==> images/io_fan.png <==
Drawn at 3 px/um.
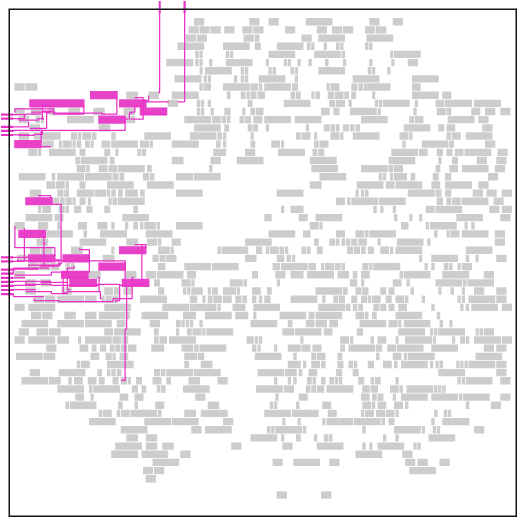
==> images/placement.png <==
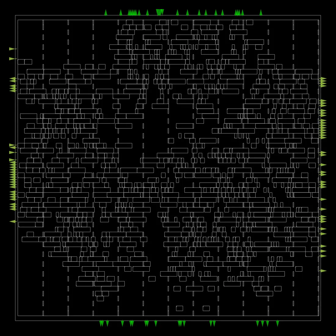
==> images/layer_met3.png <==
Drawn at 1.5 px/um. Cells faint in the background.
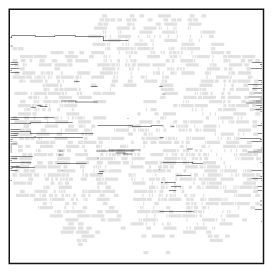
## src/rtl/vga_sync_monitor.sv

```systemverilog
// vga_sync_monitor
// Timing checker that sits directly behind the VGA pixel/sync generator.
// It measures line length, hsync width, lines per frame and vsync width. The
// measurements are compared with the expected timing. The block reports lock,
// sticky error flags and the number of lit-pixel cycles per frame.
//
// Ports:
//   CLK          system clock, same domain as the generator
//   RST          asynchronous active-high reset
//   hsync/vsync  sync pulses from the generator (polarity set by SYNC_ACTIVE_LOW)
//   red/green/blue colour outputs from the generator
//   clr_err      synchronous pulse clearing the sticky error flags
//   locked       timing matched for at least one full frame
//   err_h        sticky: line length / hsync width mismatch while locked, or hsync lost
//   err_v        sticky: line count / vsync width mismatch while locked
//   err_blank    sticky: colour driven while a sync pulse is active
//   line_len     last measured line length (cycles)
//   hs_width     last measured hsync width (cycles)
//   frame_lines  last measured lines per frame
//   vs_width     last measured vsync width (lines)
//   lit_count    lit cycles in the last complete frame
//   frame_count  complete frames seen (wraps)
//   frame_done   one-cycle pulse when the frame measurements update
module vga_sync_monitor #(
  parameter int H_TOTAL         = 800,
  parameter int H_SYNC          = 96,
  parameter int V_TOTAL         = 525,
  parameter int V_SYNC          = 2,
  parameter int SYNC_ACTIVE_LOW = 1,
  parameter int CW              = 16
) (
  input  logic          CLK,
  input  logic          RST,
  input  logic          hsync,
  input  logic          vsync,
  input  logic          red,
  input  logic          green,
  input  logic          blue,
  input  logic          clr_err,
  output logic          locked,
  output logic          err_h,
  output logic          err_v,
  output logic          err_blank,
  output logic [CW-1:0] line_len,
  output logic [CW-1:0] hs_width,
  output logic [CW-1:0] frame_lines,
  output logic [CW-1:0] vs_width,
  output logic [CW-1:0] lit_count,
  output logic [CW-1:0] frame_count,
  output logic          frame_done
);

  typedef enum logic [1:0] {
    SEARCH  = 2'd0,
    ACQUIRE = 2'd1,
    LOCKED  = 2'd2
  } state_t;

  localparam logic [CW-1:0] ZERO_C    = {CW{1'b0}};
  localparam logic [CW-1:0] ONE_C     = {{(CW-1){1'b0}}, 1'b1};
  localparam logic [CW-1:0] MAX_C     = {CW{1'b1}};
  localparam logic [CW-1:0] H_TOTAL_C = CW'(H_TOTAL);
  localparam logic [CW-1:0] H_SYNC_C  = CW'(H_SYNC);
  localparam logic [CW-1:0] V_TOTAL_C = CW'(V_TOTAL);
  localparam logic [CW-1:0] V_SYNC_C  = CW'(V_SYNC);
  localparam logic          POL_C     = (SYNC_ACTIVE_LOW != 0);

  // Counter increment that sticks at all-ones instead of wrapping.
  function automatic logic [CW-1:0] inc_sat(input logic [CW-1:0] v);
    if (v == MAX_C) begin
      return v;
    end else begin
      return v + ONE_C;
    end
  endfunction

  logic          hs_q_r, vs_q_r;
  logic          seen_h_r;      // at least one hs_start since reset
  logic          vs_pend_r;     // vs_start seen, waiting for the line that opens the frame
  logic          line_bad_r;    // some line of the current frame mismatched
  logic [CW-1:0] h_cnt_r;
  logic [CW-1:0] hs_w_r;
  logic [CW-1:0] v_cnt_r;
  logic [CW-1:0] vs_hs_cnt_r;   // hs_starts seen during the most recent vsync pulse
  logic [CW-1:0] lit_acc_r;
  state_t        state_r;

  logic hs_s, vs_s, hs_start_s, hs_fall_s, vs_start_s, lit_s;
  logic line_mis_s, frame_mis_s, frame_bad_s, sat_s, report_s;
  logic err_h_ev_s, err_v_ev_s, err_blank_ev_s;

  assign hs_s       = hsync ^ POL_C;
  assign vs_s       = vsync ^ POL_C;
  assign hs_start_s = hs_s & ~hs_q_r;
  assign hs_fall_s  = ~hs_s & hs_q_r;
  assign vs_start_s = vs_s & ~vs_q_r;
  assign lit_s      = red | green | blue;

  // The line that just ended is judged at the hs_start that closes it; the
  // very first hs_start after reset closes no measured line.
  assign line_mis_s  = hs_start_s & seen_h_r &
                       ((h_cnt_r != H_TOTAL_C) | (hs_width != H_SYNC_C));
  assign frame_mis_s = (v_cnt_r != V_TOTAL_C) | (vs_hs_cnt_r != V_SYNC_C);
  // A coincident hs_start closes the last line of the old frame, so its
  // check is folded into the frame verdict.
  assign frame_bad_s = frame_mis_s | line_bad_r | line_mis_s;
  // Saturation only counts as hsync loss while no new line is starting.
  assign sat_s       = (h_cnt_r == MAX_C) & ~hs_start_s;
  assign report_s    = vs_start_s & ~sat_s & (state_r != SEARCH);

  assign err_h_ev_s     = (state_r == LOCKED) & (line_mis_s | sat_s);
  assign err_v_ev_s     = (state_r == LOCKED) & vs_start_s & ~sat_s & frame_mis_s;
  assign err_blank_ev_s = (hs_s | vs_s) & lit_s;

  // Sync history, horizontal/vertical counters and the lit accumulator.
  always_ff @(posedge CLK or posedge RST) begin
    if (RST) begin
      hs_q_r      <= 1'b0;
      vs_q_r      <= 1'b0;
      seen_h_r    <= 1'b0;
      vs_pend_r   <= 1'b0;
      line_bad_r  <= 1'b0;
      h_cnt_r     <= ZERO_C;
      hs_w_r      <= ZERO_C;
      v_cnt_r     <= ZERO_C;
      vs_hs_cnt_r <= ZERO_C;
      lit_acc_r   <= ZERO_C;
      line_len    <= ZERO_C;
      hs_width    <= ZERO_C;
    end else begin
      hs_q_r   <= hs_s;
      vs_q_r   <= vs_s;
      seen_h_r <= seen_h_r | hs_start_s;

      h_cnt_r <= hs_start_s ? ONE_C : inc_sat(h_cnt_r);
      if (hs_start_s & seen_h_r) begin
        line_len <= h_cnt_r;
      end

      if (hs_start_s) begin
        hs_w_r <= ONE_C;
      end else if (hs_s) begin
        hs_w_r <= inc_sat(hs_w_r);
      end
      if (hs_fall_s) begin
        hs_width <= hs_w_r;
      end

      // The frame's first line is the hs_start coincident with, or first after, vs_start.
      if (hs_start_s) begin
        v_cnt_r   <= (vs_start_s | vs_pend_r) ? ONE_C : inc_sat(v_cnt_r);
        vs_pend_r <= 1'b0;
      end else if (vs_start_s) begin
        vs_pend_r <= 1'b1;
      end

      if (vs_start_s) begin
        vs_hs_cnt_r <= hs_start_s ? ONE_C : ZERO_C;
      end else if (vs_s & hs_start_s) begin
        vs_hs_cnt_r <= inc_sat(vs_hs_cnt_r);
      end

      // The accumulator restarts with the current cycle so no lit cycle is lost.
      if (vs_start_s) begin
        lit_acc_r <= lit_s ? ONE_C : ZERO_C;
      end else if (lit_s) begin
        lit_acc_r <= inc_sat(lit_acc_r);
      end

      if (vs_start_s) begin
        line_bad_r <= 1'b0;
      end else if (line_mis_s) begin
        line_bad_r <= 1'b1;
      end
    end
  end

  // Lock state machine, per-frame results and sticky error flags.
  always_ff @(posedge CLK or posedge RST) begin
    if (RST) begin
      state_r     <= SEARCH;
      locked      <= 1'b0;
      err_h       <= 1'b0;
      err_v       <= 1'b0;
      err_blank   <= 1'b0;
      frame_lines <= ZERO_C;
      vs_width    <= ZERO_C;
      lit_count   <= ZERO_C;
      frame_count <= ZERO_C;
      frame_done  <= 1'b0;
    end else begin
      if (sat_s) begin
        state_r <= SEARCH;
        locked  <= 1'b0;
      end else begin
        case (state_r)
          SEARCH: begin
            locked  <= 1'b0;
            state_r <= vs_start_s ? ACQUIRE : SEARCH;
          end
          ACQUIRE: begin
            if (vs_start_s & ~frame_bad_s) begin
              state_r <= LOCKED;
              locked  <= 1'b1;
            end else begin
              state_r <= ACQUIRE;
              locked  <= 1'b0;
            end
          end
          LOCKED: begin
            if (line_mis_s | (vs_start_s & frame_mis_s)) begin
              state_r <= ACQUIRE;
              locked  <= 1'b0;
            end else begin
              state_r <= LOCKED;
              locked  <= 1'b1;
            end
          end
          default: begin
            state_r <= SEARCH;
            locked  <= 1'b0;
          end
        endcase
      end

      frame_done <= report_s;
      if (report_s) begin
        frame_lines <= v_cnt_r;
        vs_width    <= vs_hs_cnt_r;
        lit_count   <= lit_acc_r;
        frame_count <= frame_count + ONE_C;
      end

      // A new error event in the same cycle as clr_err keeps the flag set.
      err_h     <= (err_h & ~clr_err) | err_h_ev_s;
      err_v     <= (err_v & ~clr_err) | err_v_ev_s;
      err_blank <= (err_blank & ~clr_err) | err_blank_ev_s;
    end
  end

endmodule

```

## config.mk

```make
export PLATFORM = sky130hd
export DESIGN_NAME = vga_sync_monitor
export DESIGN_NICKNAME = d
export VERILOG_FILES = /design/src/rtl/vga_sync_monitor.sv
export SDC_FILE = /design/constraint.sdc
export NUM_CORES = 1
export LEC_CHECK = 0
export CAP_MARGIN = 0
export CORE_UTILIZATION = 31
export CTS_CLUSTER_SIZE = 30
export DETAILED_ROUTE_END_ITERATION = 8
export PLACE_DENSITY = 0.53
export SLEW_MARGIN = 5
export SYNTH_ARGS = -nofsm -noshare
export SYNTH_HDL_FRONTEND = slang
export SYNTH_SLANG_ARGS = --single-unit
```

## constraint.sdc

```tcl
create_clock -name CLK -period 6.5 [get_ports CLK]
set_clock_uncertainty 0.05 [all_clocks]
set_input_delay 0.975 -clock CLK [delete_from_list [all_inputs] [get_ports CLK]]
set_output_delay 0.975 -clock CLK [all_outputs]
set_load 0.03 [all_outputs]
```

==> deck_impl_summary.md <==
Key Metrics from the Run

Cells and area
  – Fin cells: 1346
  – Top cells excl fill/tap: 188 x dfrtp_1, 186 x nand2_1, 108 x clkdlybuf4s50_1
  – Registers: 188
  – MI comb area: 3670 um2
  – Comb/total area: 34.6%
  – Fillers: 2669
  – Sequential share of cell area: 44.3%

CTS
  – Max Root-Sink Buffers: 2
  – Hold-fix buffers, CTS: 0
  – Number of buffers added for setup after CTS: 0
  – Worst-path clk slew: 0.08 ns

Logic synthesis
  – Logic family by area: simple AND/OR/NAND/NOR gates
  – Post-synth net total: 887
  – Synth warn: 0
  – Top-count cell post-synth: dfrtp_1
  – FFs w/ async S/R, synth: 100%
  – Syn Inst Count: 866
  – Simple Share, Synth: 24.0%
  – Yosys Chip Area: 8590 um2
  – Synth cell types: 49

Setup path
  – Crit-path slowest cell: clkdlybuf4s50_1
  – FF-to-FF path depth: 9
  – Reg-to-Reg End: frame_count[6]$_DFFE_PP0P_
  – Worst endpoint required time: 6.76 ns
  – R2R Setup Slk: 3.47 ns
  – WP depth: 8

Power and ir drop
  – Pleak: 4.63 nW
  – P_sw: 0.994 mW
  – Peak VDD IR: 0.000162 V
  – Top pwr grp: sequential cells
  – Power Combinational: 0.579 mW
  – Power Clock: 1.03 mW

Routing
  – Routed wire length: 20.2 mm
  – Initial DRC count: 360
  – Final ANT Viol Nets: 0
  – Met2 wire len: 8.87 mm

STA
  – Fmax: 293 MHz
  – Final hold viol count: 0

Floorplanning
  – FP Core Util: 31.7%
  – DIE WIDTH: 168 um
  – Core area: 27100 um2
  – DIE HEIGHT: 168 um

Job
  – # Max-Cap Violations: 0

Place
  – Port buffer count: 108

Hold path
  – Min-delay src: frame_count[15]$_DFFE_PP0P_
  – Tightest Hold Check Type: reg -> reg

Outcome
  – Status: finished, final reports clean

Global route
  – Met2 usage: 22.6%
  – GR peak layer: met2
Notes on io_fan.png above:
| color | port | bits | direction | end cells | buffers | wire |
|---|---|---|---|---|---|---|
| magenta | hs_width | 16 | output | 16 | 16 | 762 um |

Notes on placement.png above:
tap cell count: 372
Core Rows: 60

Notes on layer_met3.png above:
share of all routed wire: 3.9%
nets with wire on the layer: 87
longest straight run: 48.1 um
wire length on this layer: 777 um
main direction: horizontal

Power is estimated from default activity; no workload was simulated.
